Figure 1. The clock network.
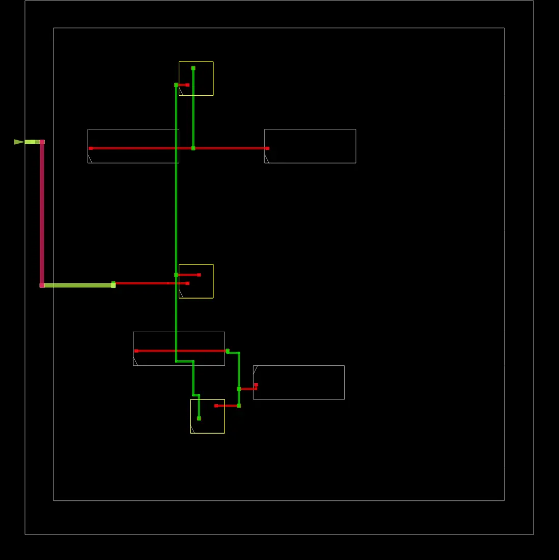
Figure 2. Gate-type map.
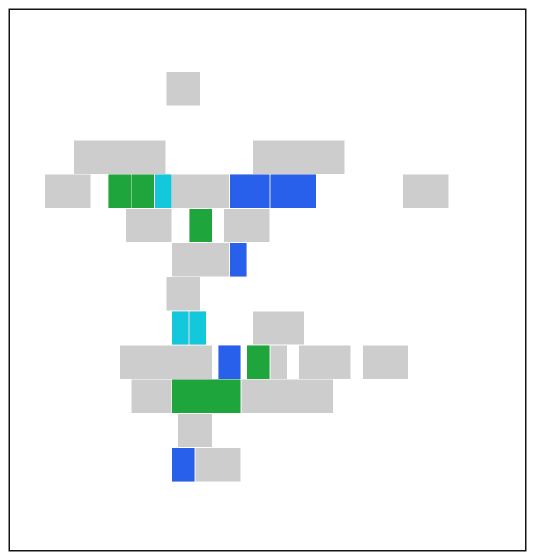
### src/rtl/hw1_settle_timer.sv
// Settle-window down-counter: load sets it to INIT, expire flags the
// last counting cycle so the next state can be entered on time.
module hw1_settle_timer #(
  parameter int INIT = 10,
  parameter int W    = $clog2(INIT + 1)
) (
  input  logic clk,
  input  logic rst,
  input  logic load,
  input  logic en,
  output logic expire
);

  logic [W-1:0] cnt;

  always_ff @(posedge clk) begin
    if (rst) begin
      cnt <= '0;
    end else if (load) begin
      cnt <= W'(INIT);
    end else if (en && cnt != '0) begin
      cnt <= cnt - 1'b1;
    end
  end

  assign expire = en && (cnt == W'(1));

endmodule

### config.mk
export PLATFORM = sky130hd
export DESIGN_NAME = hw1_settle_timer
export DESIGN_NICKNAME = d
export VERILOG_FILES = /design/src/rtl/hw1_settle_timer.sv
export SDC_FILE = /design/constraint.sdc
export NUM_CORES = 1
export LEC_CHECK = 0
export CELL_PAD_IN_SITES_DETAIL_PLACEMENT = 0
export CELL_PAD_IN_SITES_GLOBAL_PLACEMENT = 1
export CORE_AREA = 2 2 39 41
export CTS_CLUSTER_DIAMETER = 40
export DETAILED_ROUTE_END_ITERATION = 8
export DIE_AREA = 0 0 41 43
export GPL_ROUTABILITY_DRIVEN = 0
export PLACE_DENSITY_LB_ADDON = 0.12
export SLEW_MARGIN = 5
export SYNTH_ARGS = -nofsm -noshare
export SYNTH_HDL_FRONTEND = slang
export SYNTH_SLANG_ARGS = --single-unit
export TNS_END_PERCENT = 10
### constraint.sdc
create_clock -name clk -period 4.7 [get_ports clk]
set_input_delay 0.94 -clock clk [delete_from_list [all_inputs] [get_ports clk]]
set_output_delay 0.94 -clock clk [all_outputs]
set_load 0.005 [all_outputs]
==> impl_metrics.tcl <==
# collected from the flow reports
set metrics [dict create \
    outcome "finished, final reports clean" \
    fp.dieH_um 43 \
    top_cells_by_count "a21oi_1, dfxtp_1, inv_1, ha_1, nor3_1" \
    largest_reg_flops 4 \
    p_int_mw 0.0748 \
    diodes 0 \
    portBuffers 4 \
    seqCellArea_sq_um 80.1 \
    async_flop_share_pct 0 \
    leakage_nw 0.127 \
    htree_levels 1 \
    seqPwrFrac_pct 38.8 \
    synth_cell_types 15 \
    period_needed_ps 3380 \
    placedCellCount 45 \
    xor_share_pct 0 \
    drt_iter0_markers 5 \
    dieArea_sq_um 1760 \
    rsz0062_at_grt "no" \
    pre_cts_ws_ps 1310 \
    p_clk_share_pct 42.7 \
]
Notes on Figure 1 above:
Worst Skew: 0.343 ps
CTS sink cnt: 4
sequential cell count: 4
Clock Latency Late Sink: 230 ps
Num CTS Buffers: 3

Notes on Figure 2 above:
inv cells -> cyan  # cells 3, most used inv_1
nor cells -> blue  # cells 5, most used nor3_1
aoi and oai cells -> green  # cells 5, most used a21oi_1

[power by group through the flow]
stage	combinational (mW)	sequential, mW	clock, mW
final	0.0186	0.0389	0.0427
after global routing	0.0212	0.0391	0.0491
after CTS	0.0186	0.0389	0.0453
after detailed placement	0.0185	0.0394	0
after global placement	0.0186	0.0395	0
after floorplan	0.0121	0.0387	0
[worst max-delay path by stage]
stage                  end  depth (start not counted)
global placement    expire                          3
detailed placement  expire                          3
floorplan           expire                          1
CTS                 expire                          3
global route        expire                          3
finish              expire                          3
[cell usage in the layout, fill, tap and decap left out]
cell             instances
a21oi_1                  4
dfxtp_1                  4
clkdlybuf4s50_1          4
inv_1                    3
clkbuf_4                 3
nor3_1                   2
ha_1                     2
nor4bb_1                 1
or3b_4                   1
a41o_1                   1
a2111oi_2                1
a31o_1                   1
nand2_1                  1
and4b_2                  1
nor2_1                   1
nor4b_1                  1
mux2i_1                  1
[kinds of logic (layout without fill, tap and decap cells)]
kind of cell	count (synthesis)	count (layout)
AND-OR/OR-AND	7	7
buffers and inverters	3	10
flip-flops	4	4
multiplexers	1	1
adder cells (fa/ha/maj)	2	2
AND/OR/NAND/NOR	8	8
[critical path, delay by kind of cell]
family	cells	cell delay (ps)
buffers and inverters	2	1170
AND/OR/NAND/NOR	1	320
[metal layers]
layer | global-route usage [%] | routed length (um)
met1 | 9.97 | 251
met2 | 11.9 | 237
met3 | 3.14 | 27
met4 | 12.0 | 11
met5 | 0 | 0
[area by class of cell]
| type | count | share of cell area, % |
|---|---|---|
| timing repair buffer | 4 | 12.5 |
| tap | 16 | 6.23 |
| multi-input combinational | 18 | 45.9 |
| clock buffer | 3 | 7.00 |
| inverter | 3 | 3.50 |
| sequential | 4 | 24.9 |
[per-stage QoR]
step / hold slack, ps / area [sq um] / total power [mW]
finish: 538 / 322 / 0.100
floorplan: 511 / 239 / 0.0508
detailed placement: 531 / 299 / 0.0579
CTS: 537 / 322 / 0.103
global placement: 552 / 299 / 0.0581
global route: 575 / 322 / 0.109
Power is estimated from default activity; no workload was simulated.
